m2.png
Drawn at 6 px/um. Cells faint in the background.
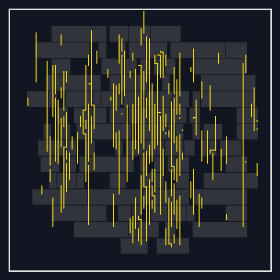
ff_map.png
Drawn at 12 px/um.
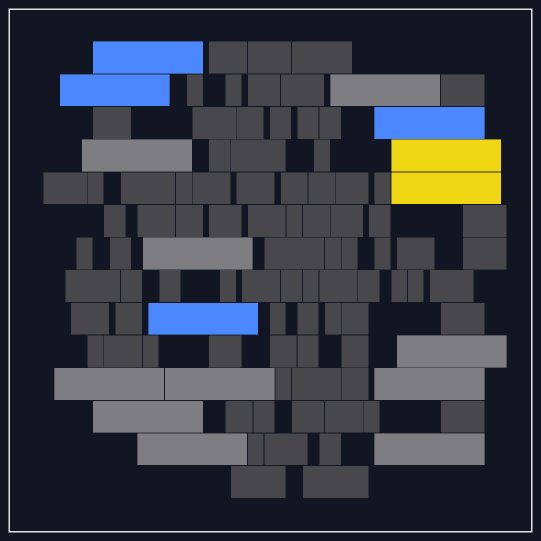
gates.png
Drawn at 12 px/um.
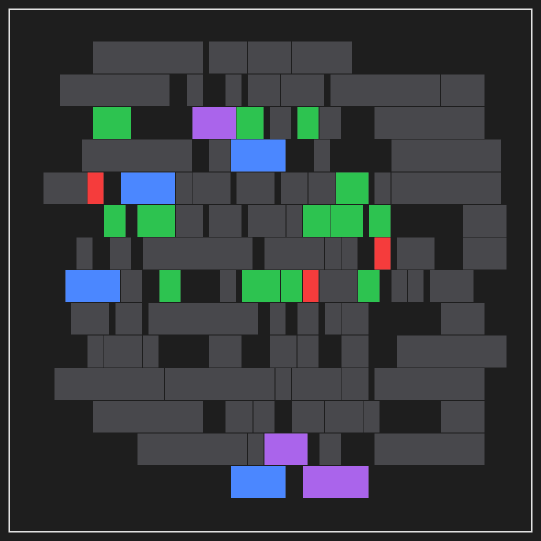
port_trees.png
Drawn at 12 px/um.
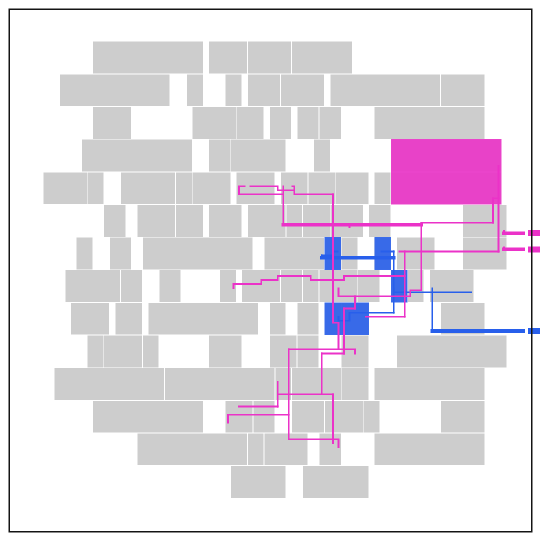
## src/rtl/fec_pkg.sv

```systemverilog
// fec_pkg: shared state encoding and frame/lock defaults for the 10G-KR FEC lock controller.
package fec_pkg;
  typedef enum logic [1:0] {
    S_IDLE = 2'd0,
    S_TEST = 2'd1,
    S_WAIT = 2'd2,
    S_LOCK = 2'd3
  } lock_state_t;
  localparam int FEC_FRAME_BLOCKS = 32;
  localparam int FEC_BLK_W = 65;
  localparam int FEC_FRAME_W = FEC_FRAME_BLOCKS * FEC_BLK_W;
  localparam int GOOD_TO_LOCK_DEF = 4;
  localparam int BAD_TO_UNLOCK_DEF = 8;
  localparam int SLIP_WAIT_DEF = 2;
  localparam int CNT_W_DEF = 4;
endpackage

```

## src/rtl/fec_sat_cnt.sv

```systemverilog
// fec_sat_cnt: saturating up-counter with synchronous clear (clear wins over increment).
module fec_sat_cnt #(
  parameter int W = 4
) (
  input  logic         clk,
  input  logic         rst_n,
  input  logic         clr_i,
  input  logic         inc_i,
  output logic [W-1:0] cnt_o
);
  logic [W-1:0] cnt_q;
  always_ff @(posedge clk or negedge rst_n) begin
    if (!rst_n) cnt_q <= '0;
    else if (clr_i) cnt_q <= '0;
    else if (inc_i && !(&cnt_q)) cnt_q <= cnt_q + W'(1);
  end
  assign cnt_o = cnt_q;
endmodule

```

## src/rtl/fec_lock_ctrl.sv

```systemverilog
// fec_lock_ctrl: FEC frame-lock hunt/lock FSM driving bit slips from per-frame syndrome results.
// Optional FEC_LOCK_STATS_EN adds saturating slip/unlock statistics counters.
module fec_lock_ctrl
  import fec_pkg::*;
#(
  parameter int GOOD_TO_LOCK     = GOOD_TO_LOCK_DEF,
  parameter int BAD_TO_UNLOCK    = BAD_TO_UNLOCK_DEF,
  parameter int SLIP_WAIT_FRAMES = SLIP_WAIT_DEF,
  parameter int CNT_W            = CNT_W_DEF
) (
  input  logic        clk,
  input  logic        rst_n,
  input  logic        enable_i,
  input  logic        synd_val_i,
  input  logic        synd_zero_i,
  output logic        fec_lock_o,
  output logic        slip_o,
`ifdef FEC_LOCK_STATS_EN
  input  logic        stats_clr_i,
  output logic [15:0] slip_cnt_o,
  output logic [15:0] unlock_cnt_o,
`endif
  output logic [1:0]  lock_state_o
);
  localparam logic [CNT_W-1:0] GOOD_M1 = CNT_W'(GOOD_TO_LOCK - 1);
  localparam logic [CNT_W-1:0] BAD_M1 = CNT_W'(BAD_TO_UNLOCK - 1);
  localparam logic [CNT_W-1:0] WAIT_M1 = CNT_W'(SLIP_WAIT_FRAMES - 1);
  localparam lock_state_t POST_SLIP = (SLIP_WAIT_FRAMES == 0) ? S_TEST : S_WAIT;
  lock_state_t state_q, state_d;
  logic lock_q, lock_d, slip_q, slip_d;
  logic [CNT_W-1:0] good_q, bad_q, wait_q;
  logic good_strb, bad_strb, tst_bad;
  assign good_strb = synd_val_i && synd_zero_i;
  assign bad_strb = synd_val_i && !synd_zero_i;
  // A bad result right after a slip predates the new alignment; never slip twice in a row.
  assign tst_bad = state_q == S_TEST && bad_strb && !slip_q;
  fec_sat_cnt #(.W(CNT_W)) u_good (
    .clk(clk), .rst_n(rst_n),
    .clr_i(!enable_i || state_q != S_TEST || bad_strb),
    .inc_i(state_q == S_TEST && good_strb),
    .cnt_o(good_q)
  );
  fec_sat_cnt #(.W(CNT_W)) u_bad (
    .clk(clk), .rst_n(rst_n),
    .clr_i(!enable_i || state_q != S_LOCK || good_strb),
    .inc_i(state_q == S_LOCK && bad_strb),
    .cnt_o(bad_q)
  );
  fec_sat_cnt #(.W(CNT_W)) u_wait (
    .clk(clk), .rst_n(rst_n),
    .clr_i(!enable_i || state_q != S_WAIT),
    .inc_i(state_q == S_WAIT && synd_val_i),
    .cnt_o(wait_q)
  );
  always_comb begin
    state_d = state_q;
    slip_d = 1'b0;
    if (!enable_i) state_d = S_IDLE;
    else case (state_q)
      S_IDLE: state_d = S_TEST;
      S_TEST: begin
        state_d = (good_strb && good_q == GOOD_M1) ? S_LOCK : tst_bad ? POST_SLIP : S_TEST;
        slip_d = tst_bad;
      end
      S_WAIT: state_d = (synd_val_i && wait_q == WAIT_M1) ? S_TEST : S_WAIT;
      S_LOCK: begin
        slip_d = bad_strb && bad_q == BAD_M1;
        state_d = slip_d ? POST_SLIP : S_LOCK;
      end
    endcase
    lock_d = state_d == S_LOCK;
  end
  always_ff @(posedge clk or negedge rst_n) begin
    if (!rst_n) begin
      state_q <= S_IDLE;
      lock_q <= 1'b0;
      slip_q <= 1'b0;
    end else begin
      state_q <= state_d;
      lock_q <= lock_d;
      slip_q <= slip_d;
    end
  end
  assign fec_lock_o = lock_q;
  assign slip_o = slip_q;
  assign lock_state_o = state_q;
`ifdef FEC_LOCK_STATS_EN
  fec_sat_cnt #(.W(16)) u_slip_cnt (
    .clk(clk), .rst_n(rst_n), .clr_i(stats_clr_i), .inc_i(slip_q), .cnt_o(slip_cnt_o)
  );
  fec_sat_cnt #(.W(16)) u_unlock_cnt (
    .clk(clk), .rst_n(rst_n), .clr_i(stats_clr_i),
    .inc_i(enable_i && state_q == S_LOCK && slip_d), .cnt_o(unlock_cnt_o)
  );
`endif
endmodule

```

## config.mk

```make
export PLATFORM = sky130hd
export DESIGN_NAME = fec_lock_ctrl
export DESIGN_NICKNAME = d
export VERILOG_FILES = /design/src/rtl/fec_pkg.sv /design/src/rtl/fec_sat_cnt.sv /design/src/rtl/fec_lock_ctrl.sv
export SDC_FILE = /design/constraint.sdc
export NUM_CORES = 1
export LEC_CHECK = 0
export CAP_MARGIN = 0
export CORE_MARGIN = 2
export CORE_UTILIZATION = 58
export CTS_CLUSTER_SIZE = 40
export DETAILED_ROUTE_END_ITERATION = 7
export PLACE_DENSITY_LB_ADDON = 0.3
export SYNTH_ARGS = -nofsm -noshare
export SYNTH_HDL_FRONTEND = slang
export SYNTH_SLANG_ARGS = --single-unit
```

## constraint.sdc

```tcl
create_clock -name clk -period 3.4 [get_ports clk]
set_clock_uncertainty 0.2 [all_clocks]
set_input_delay 0.68 -clock clk [delete_from_list [all_inputs] [get_ports clk]]
set_output_delay 0.68 -clock clk [all_outputs]
set_load 0.02 [all_outputs]
```

==> impl_metrics.yaml <==
# generated from flow reports
logic_synthesis:
  number_of_synthesized_flops_with_an_enable_pin: 0
  yosysCellCount: 92
  async_flop_share_pct: 100
  mappedNetlistArea_um2: 901
  postSynthCellCount: 92
  postSynthSeqShare_pct: 44.4
  ys_area_um2: 901
  synthesis.area_per_instance_um2: 9.79
  postSynthNetCount: 101
  ys_dominant_reg_cell: "sky130_fd_sc_hd__dfrtp_1"
  post-synth-top-count-cell: "sky130_fd_sc_hd__dfrtp_1"
  leading_post_synthesis_cells_by_instance_count: "sky130_fd_sc_hd__dfrtp_1 (16), sky130_fd_sc_hd__nor2_1 (12), sky130_fd_sc_hd__nand2_1 (7), sky130_fd_sc_hd__a21oi_1 (6), sky130_fd_sc_hd__nand3_1 (6)"
  post_synth_num_cell_types: 32
  post-synth-top-area-cell: "sky130_fd_sc_hd__dfrtp_1"
clock_network:
  cts_resized: 0
  cts_inserted_buffers: 3
  cts-htree-levels: 1
  cts_num_sinks: 16
  clock_insertion_delay_worst_skew_ns: 0.28
  cts_tree: "done"
  hold_fix_buffers_cts: 0
  clock_tree.root_cell: "sky130_fd_sc_hd__clkbuf_4"
  clk_pin_slew_worst_paths_ns: 0.09
  cts_setup_buffers: 0
floorplanning:
  row_count: 14
  die-area_um2: 1880
  core-area_um2: 1490
  vertical_extent_of_the_die_um: 43.4
  die.size.x_um: 43.4
  fp_util_pct: 60.5
critical_path:
  crit_path_max_fanout: 12
  critical_path.startpoint_type: "flop"
  reg2reg_to: "fec_lock_o"
  cp_data_arrival_time_ns: 1.51
  crit_family: "buffers and inverters"
  critical_path.slowest_cell: "sky130_fd_sc_hd__clkdlybuf4s50_1"
  reg2reg_depth: 4
  path_buffers: 1
  critical_path.cell_chain: "clkdlybuf4s50_1"
  critical_path.reg2reg.startpoint: "lock_state_o[0]"
  setup.worst_path.class: "flop to output port"
  worst_setup_path_startpoint: "lock_state_o[0]"
  critical_path.endpoint_type: "output port"
  worst_path_required_ns: 2.52
  critical_path_s_largest_stage_delay_ns: 0.67
final_timing:
  setup-tns-final_ns: 0
  relSlewSlack_pct: 55.0
  actual_slew_at_the_worst_max_slew_pin_ns: 0.672
  postLayoutSetupSlackWorst_ns: 1.01
  fin_crit_sh_pct: 70.4
  period_needed_ns: 2.39
  max_clock_freq_mhz: 418
  final_hold_viol_count: 0
  finalMaxSlewViolations: 0
worst_hold_path:
  worst_hold_path_type: "flop to flop"
  hp-start: "u_wait.cnt_o[2]"
  min_delay_path_depth: 1
route:
  drt_pass_1_iters: 4
  drt_iter0_drc: 16
  avgViaCountPerCell: 5.97
  antenna_violating_nets_post_route: 0
  drc: 0
  routed_wire_length_per_instance_um: 12.9
global_route:
  grt_antenna_before_repair: 0
  grt_pass1_wl_mm: 2.74
  first_global_vias: 628
  grt_util_all_layers_pct: 19.5
pwr:
  design_power_total_uw: 352
  vdd_ir_drop_max_mv: 0.252
  power.leakage_uw: 0.000464
  power_density_nw_per_um2: 348
placed_design:
  preCtsSetupSlack_ns: 0.843
  routabilityCongestion: 0.726
  place_area_um2: 975
  hpwl_detailed_mm: 1.16
layout:
  num-nets-final: 111
  antenna-diode-count: 0
  post_route_cells_drive_above_1_share_pct: 8.91
job:
  count_of_warning_messages_emitted_by_the_tools: 27
run_status:
  run_status: "finished, final reports clean"
## Picture notes: m2.png
longest straight run: 27.2 um
wire length on this layer: 720 um
nets with wire on the layer: 92
fraction of met2 tracks used by global routing: 32.2%
routed wire length: 1.51 mm
via count: 698

## Picture notes: ff_map.png
legend:
  yellow:
    name_in_the_netlist: `lock_state_o`
    flops: 2
  blue:
    name_in_the_netlist: `u_good.cnt_o`
    flops: 4
fraction of area in registers: 39.6%
Seq. cell area: 400 um^2
final core utilization: 67.9%

## Picture notes: gates.png
legend:
  blue:
    family: fa/ha/maj cells
    cells: 4
    most_used: ha_1
  purple:
    family: mux cells
    cells: 3
    most_used: mux2i_1
  green:
    family: aoi and oai cells
    cells: 13
    most_used: a21oi_1
  red:
    family: inv cells
    cells: 3
    most_used: inv_1
multi-input logic portion of the cell area: 45.8%
most common cell after layout, fill and taps aside: sky130_fd_sc_hd__dfrtp_1
final cell count without fillers: 117

## Picture notes: port_trees.png
legend:
  magenta:
    port: `lock_state_o`
    direction: output
    end_cells: 2
    buffers: 2
    wire: 156 um
  blue:
    port: `enable_i`
    direction: input
    end_cells: 5
    buffers: 1
    wire: 37.5 um
number of buffers inserted by port buffering: 8
count of boundary I/O pins: 9

flip-flops by register name, indices dropped and copies added (netlist names):
signal and flops:
u_good.cnt_o 4, fec_lock_o 1, u_bad.cnt_o 4, slip_o 1, lock_state_o 2, u_wait.cnt_o 4
per-layer routing:
layer	track usage [%]	up-vias	wire, um	part of all wire, %
met1	25.4	324	699	46
met2	32.2	19	719	48
met3	2.50	4	72	4.8
met5	0	-	0	0
li1	-	351	-	-
met4	9.09	0	17	1.1
worst max-delay path by stage:
stage	to	slack, ns	cells past startpoint
2_1_floorplan	u_bad.cnt_o[0]	1.52	5
3_3_place_gp	u_bad.cnt_o[3]	0.89	5
3_5_place_dp	u_bad.cnt_o[0]	0.84	5
4_1_cts	lock_state_o[0]	1.0	1
5_1_grt	lock_state_o[0]	0.94	1
6_report	lock_state_o[0]	1.01	1
cell families after synthesis:
| kind of cell | count (synthesis) | synth area share [%] |
|---|---|---|
| buf+inv | 6 | 4.17 |
| compound gates | 14 | 10.3 |
| xor+xnor | 5 | 4.86 |
| simple gates | 44 | 26.8 |
| mux | 3 | 3.89 |
| flops | 16 | 44.4 |
| fa+ha+maj | 4 | 5.56 |
layout make-up:
type | count | area, um^2
flip-flops and latches | 16 | 400
multi-input cells | 70 | 463
repair buffers | 8 | 80.1
fillers | 118 | 478
well taps | 16 | 20.0
clock buffers | 4 | 36.3
inverters | 3 | 11.3
where the power goes:
group | switching, uW | leakage (uW) | internal [uW]
Combinational | 19.0 | 0.000222 | 15.0
Clock | 56.3 | 0.0000210 | 65.2
Sequential | 4.48 | 0.000221 | 192
per-stage QoR:
step | hold slack, ns | cells | utilization [%]
after floorplan | 0.184 | 92 | -
after global placement | 0.329 | 113 | 65.5
after detailed placement | 0.338 | 113 | 65.5
after CTS | 0.348 | 117 | 67.9
after global routing | 0.378 | 117 | 67.9
final | 0.352 | 117 | 67.9
cells in the final DEF (no fill, tap or decap), drive strengths merged:
| cell type | instances |
|---|---|
| a211o | 1 |
| a211oi | 1 |
| a21oi | 6 |
| a22oi | 1 |
| a311oi | 3 |
| a31oi | 1 |
| and3 | 3 |
| and4b | 1 |
| clkbuf | 4 |
| clkdlybuf4s50 | 8 |
| dfrtp | 16 |
| ha | 4 |
| inv | 3 |
| mux2 | 1 |
| mux2i | 2 |
| nand2 | 7 |
| nand2b | 2 |
| nand3 | 6 |
| nand4 | 1 |
| nand4b | 2 |
| nor2 | 13 |
| nor2b | 2 |
| nor3 | 3 |
| o22ai | 1 |
| or3 | 2 |
| or3b | 1 |
| or4 | 1 |
| xnor2 | 2 |
| xor2 | 3 |
No activity file was given, so power comes from the tool's default toggle rates.
